File: config.mk
export PLATFORM = sky130hd
export DESIGN_NAME = fetch_ctrl
export DESIGN_NICKNAME = d
export VERILOG_FILES = /design/src/rtl/fetch_ctrl.sv
export SDC_FILE = /design/constraint.sdc
export NUM_CORES = 1
export LEC_CHECK = 0
export CAP_MARGIN = 20
export CORE_ASPECT_RATIO = 0.6
export CORE_MARGIN = 2
export CORE_UTILIZATION = 41
export CTS_CLUSTER_DIAMETER = 80
export DETAILED_ROUTE_END_ITERATION = 7
export PLACE_DENSITY = 0.82
export SYNTH_ARGS = -nofsm -noshare
export SYNTH_HDL_FRONTEND = slang
export SYNTH_SLANG_ARGS = --single-unit
export TNS_END_PERCENT = 20
File: constraint.sdc
create_clock -name clk -period 1.6 [get_ports clk]
set_clock_uncertainty 0.05 [all_clocks]
set_input_delay 0.24 -clock clk [delete_from_list [all_inputs] [get_ports clk]]
set_output_delay 0.24 -clock clk [all_outputs]
set_load 0.01 [all_outputs]
File: src/rtl/fetch_ctrl.sv
// fetch_ctrl: fetch-stage PC sequencing, redirect arbitration and imem latency watchdog.
// Optional FETCH_CTRL_PERF_EN adds saturating WAIT/STALL cycle counters.
module fetch_ctrl #(
    parameter int N        = 64,
    parameter int MAX_WAIT = 15,
    parameter int CNT_W    = 8
) (
    input  logic         clk,
    input  logic         reset,
    input  logic         stall_D,
    input  logic         branch_taken_E,
    input  logic [N-1:0] branch_target_E,
    input  logic         imem_ready,
    output logic         imem_req,
    output logic         PCEnable,
    output logic         PCSrc_F,
    output logic [N-1:0] PCBranch_F,
    output logic         valid_F,
    output logic         flush_D,
    output logic         timeout_err
`ifdef FETCH_CTRL_PERF_EN
    ,
    output logic [31:0]  perf_wait_cnt,
    output logic [31:0]  perf_stall_cnt
`endif
);
    localparam logic [2:0] BOOT = 3'd0, FETCH = 3'd1, WAIT = 3'd2, STALL = 3'd3, ERR = 3'd4;
    logic [2:0]       state, state_nx;
    logic             pend, pend_nx;
    logic [N-1:0]     pend_tgt, pend_tgt_nx;
    logic [CNT_W-1:0] wait_cnt, wait_cnt_nx;
    logic             redir, act;
    logic [N-1:0]     tgt;
    // the newest redirect always wins over a pending one
    assign redir       = pend | branch_taken_E;
    assign tgt         = branch_taken_E ? branch_target_E : pend_tgt;
    assign act         = (state == FETCH) || (state == WAIT) || (state == STALL);
    assign PCBranch_F  = act ? tgt : '0;
    assign flush_D     = act & branch_taken_E;
    assign timeout_err = (state == ERR);
    always_comb begin
        state_nx    = state;
        pend_nx     = pend;
        pend_tgt_nx = pend_tgt;
        wait_cnt_nx = wait_cnt;
        imem_req    = 1'b0;
        PCEnable    = 1'b0;
        PCSrc_F     = 1'b0;
        valid_F     = 1'b0;
        case (state)
            BOOT: state_nx = FETCH;
            FETCH, WAIT: begin
                imem_req = 1'b1;
                if (imem_ready) begin
                    PCEnable    = redir | ~stall_D;
                    PCSrc_F     = redir;
                    valid_F     = ~redir;
                    pend_nx     = 1'b0;
                    wait_cnt_nx = '0;
                    state_nx    = (~redir & stall_D) ? STALL : FETCH;
                end else begin
                    pend_nx     = redir;
                    pend_tgt_nx = tgt;
                    wait_cnt_nx = (state == FETCH) ? CNT_W'(1) : wait_cnt + CNT_W'(1);
                    state_nx    = (state == WAIT && wait_cnt == CNT_W'(MAX_WAIT)) ? ERR : WAIT;
                end
            end
            STALL: begin
                valid_F  = ~redir;
                PCEnable = redir | ~stall_D;
                PCSrc_F  = redir;
                pend_nx  = 1'b0;
                state_nx = (redir | ~stall_D) ? FETCH : STALL;
            end
            default: ;
        endcase
    end
    always_ff @(posedge clk or negedge reset) begin
        if (!reset) begin
            state    <= BOOT;
            pend     <= 1'b0;
            pend_tgt <= '0;
            wait_cnt <= '0;
        end else begin
            state    <= state_nx;
            pend     <= pend_nx;
            pend_tgt <= pend_tgt_nx;
            wait_cnt <= wait_cnt_nx;
        end
    end
`ifdef FETCH_CTRL_PERF_EN
    always_ff @(posedge clk or negedge reset) begin
        if (!reset) begin
            perf_wait_cnt  <= '0;
            perf_stall_cnt <= '0;
        end else begin
            if (state == WAIT && ~&perf_wait_cnt) perf_wait_cnt <= perf_wait_cnt + 32'd1;
            if (state == STALL && ~&perf_stall_cnt) perf_stall_cnt <= perf_stall_cnt + 32'd1;
        end
    end
`endif
endmodule

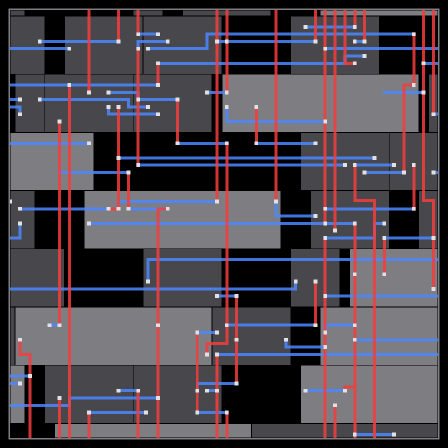
run_1/closeup.png
Window x 89 to 109, y 51 to 71 um. Cells in gray, sequential cells in the stronger gray; small squares are vias.
- M1: blue
- M2: red
- cells with their middle in the window: 19
- sequential cells in the window: 5
- netlist names of flops here include: pend_tgt (5)
- most frequent: dfrtp_1 (5), mux2i_1 (4), mux2_2 (4)

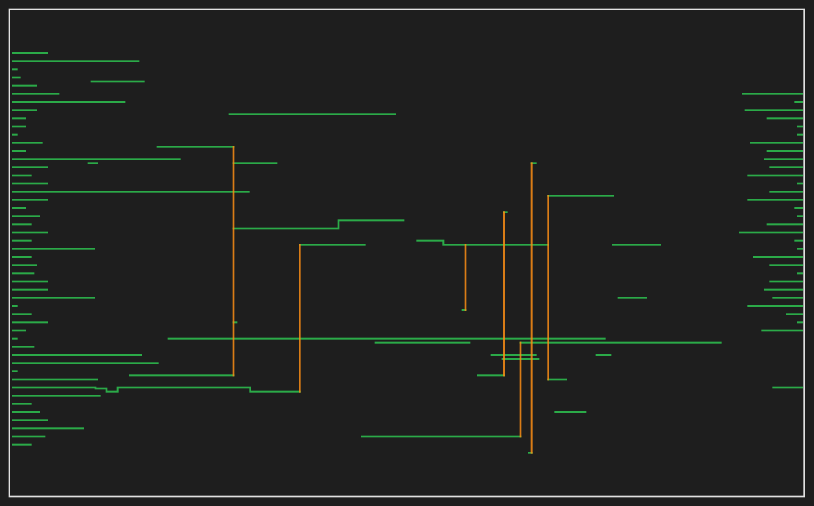
run_1/layers.png
(6 px per um) Only two layers are drawn.
- M3: green (wire length 892 um)
- M4: orange (wire length 195 um)

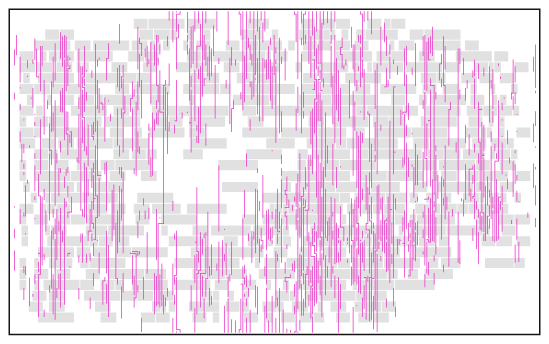
run_1/m2.png
(4 px per um)
- main direction: vertical
- wire length on this layer: 5500 um
- nets with wire on the layer: 537
- share of all routed wire: 46%
- longest straight run: 40.5 um

==> run notes, run 1 <==
flow finished, numbers: Critical Path Max Stage Delay ~0.52 ns, delay-heaviest family, CP simple AND/OR/NAND/NOR gates, Sw Ratio 0.343, Clock transition at path regs approximately 0.060 ns, count of non-CTS buffers in the layout approximately 200, top cells, area dfrtp_1, mux2_2, mux2i_1, Dominant comb cell multiplexers, Worst VDD drop approximately 0.00087 V, PnR worst setup slack -0.350 ns, Vias/cell 5.11, non-clk buf share 0.289, io pins roughly 140, Final #Nets 612, fmax between 500 and 600 MHz, status complete, but fails checks, Setup-failing EPs final ~140, grt total ovfl 0, initial antenna violation count 0, flop2flop setup slack -0.35 ns, Synth Warn # 0, share of cells above drive strength 1 0.459, Post-CTS Setup Bufs 21, xor+xnor area frac 0.00216, reg2reg end wait_cnt[5], worst setup path end wait_cnt[5], RSZ-0062 raised after global routing yes, CP startpoint state[0], Lkg Pwr 3.05 nW, Iteration-0 DRC Markers 148, r2r startpoint state[0], GRT Max-Usage Layer met2, R2R depth 6, failing checks setup timing, Hold Buf Count CTS 1, Top cell excl fill/tap dfrtp_1, worst-margin pin slew around 0.42 ns, DR WL met2 5500 um, PostCTS Resize Cnt about 350, Max-Cap Viols 0, root buffer cell clkbuf_16, Signal inverters 6, Tapcells between 100 and 150, Clock buf/inv share 0.0456, most frequent cells in the layout dfrtp_1, clkdlybuf4s50_1, mux2i_1, mux2_2, buf_2, yosys cell count 360, Area leader share 0.470
## Run 2: what changed since run 1
--- a/config.mk
+++ b/config.mk
@@ -7,7 +7,6 @@
 export LEC_CHECK = 0
 export CAP_MARGIN = 20
 export CORE_ASPECT_RATIO = 0.6
-export CORE_MARGIN = 2
 export CORE_UTILIZATION = 41
 export CTS_CLUSTER_DIAMETER = 80
 export DETAILED_ROUTE_END_ITERATION = 7
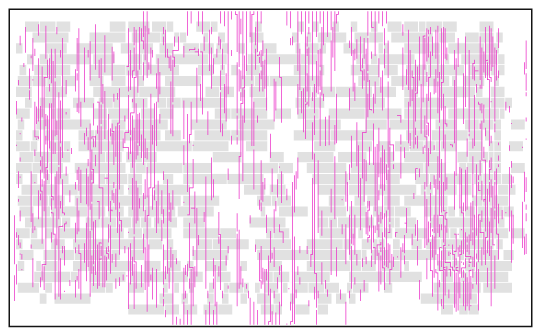
run_2/m2.png
(4 px per um)
- wire length on this layer: 5720 um
- share of all routed wire: 46%
- nets with wire on the layer: 563
- longest straight run: 34.8 um
vias: 3535
Total Wirelength: 12300 um
met2 usage: 0.354

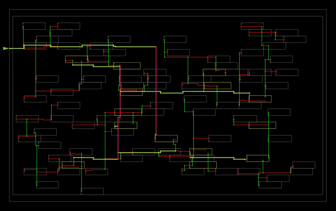
run_2/clock_nets.png
number of clock buffers in the layout: 9
CTS Sinks: 76
Latency at later pin: 0.33 ns

==> run notes, run 2 <==
flow finished, numbers: Final #Nets 605 (-1.1%), Worst VDD drop 0.000790 V (-9.1%), DR WL met2 5720 um (+4.0%), Clock buf/inv share 0.0584 (+0.0128), Sw Ratio 0.327 (-0.0160), Top cell excl fill/tap dfrtp_1, final core utilization 0.687, worst setup path class register to register, Synth Warn # 0 (unchanged), non-clk buf share 0.267 (-0.0220), Non-Filler Instances between 600 and 700, Dominant comb cell multiplexers, worst-margin pin slew 0.426 ns (+0.00213 ns), simple share 0.109, Tapcells 130 (-3.7%), status complete, but fails checks, io pins 139 (unchanged), Post-CTS Setup Bufs 4 (-81%), max FFs per register about 64, clk pwr about 2.6 mW, Lkg Pwr 3.16 nW (+3.7%), R2R depth 6 (unchanged), CP startpoint state[1], Worst setup EP type register, post-place setup slack -0.509 ns, Signal inverters 6 (unchanged), logic share of the area 0.350, core region area just over 9000 um2, Hold Buf Count CTS 1 (unchanged), largest net degree at the start of global routing between 70 and 80, grt total ovfl 0 (unchanged), total power draw ~12 mW, Area leader share 0.470 (unchanged), root buffer cell clkbuf_16, delay-heaviest family, CP buffers and inverters, count of non-CTS buffers in the layout 189 (-3.6%), reg2reg end pend_tgt[58], Critical Path Max Stage Delay 0.47 ns (-0.05 ns), M1 WL approximately 5300 um, Clock transition at path regs 0.06 ns (about the same), Max-Cap Viols 0 (unchanged), most frequent cell after synthesis dfrtp_1, most frequent cells in the layout dfrtp_1, clkdlybuf4s50_1, buf_2, mux2i_1, nor2_1, yosys cell count 360 (unchanged), share of cells above drive strength 1 0.435 (-0.0239), PnR worst setup slack -0.290 ns (+0.0606 ns), Port Buffers 138, fmax 529 MHz (+3.2%), flop2flop setup slack -0.29 ns (+0.06 ns), Setup-failing EPs final 139 (-2.1%), ao+oa area frac 0.0408, RSZ-0062 raised after global routing yes, Vias/cell 5.29 (+3.6%), r2r startpoint state[1], worst setup path end pend_tgt[58], DP HPWL around 7400 um, xor+xnor area frac 0.00216 (unchanged), failing checks setup timing, PostCTS Resize Cnt 290 (-16%), top cells, area dfrtp_1, mux2_2, mux2i_1, initial antenna violation count 0 (unchanged), most frequently used flop master after synthesis dfrtp_1, GRT Max-Usage Layer met2, Antenna Cells 0
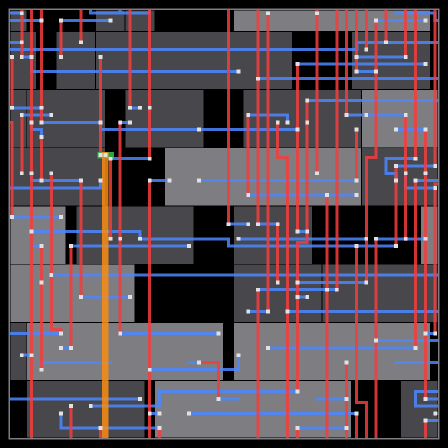
run_2/closeup.png
Window x 88 to 108, y 49 to 69 um. Cells in gray, sequential cells in the stronger gray; small squares are vias.
- M3: green
- M1: blue
- M2: red
- M4: orange
- sequential cells in the window: 5
- netlist names of flops here include: pend_tgt (5)
- cells with their middle in the window: 19
- most frequent: mux2_4 (5), dfrtp_1 (5), mux2i_1 (4)

Power is estimated from default activity; no workload was simulated.
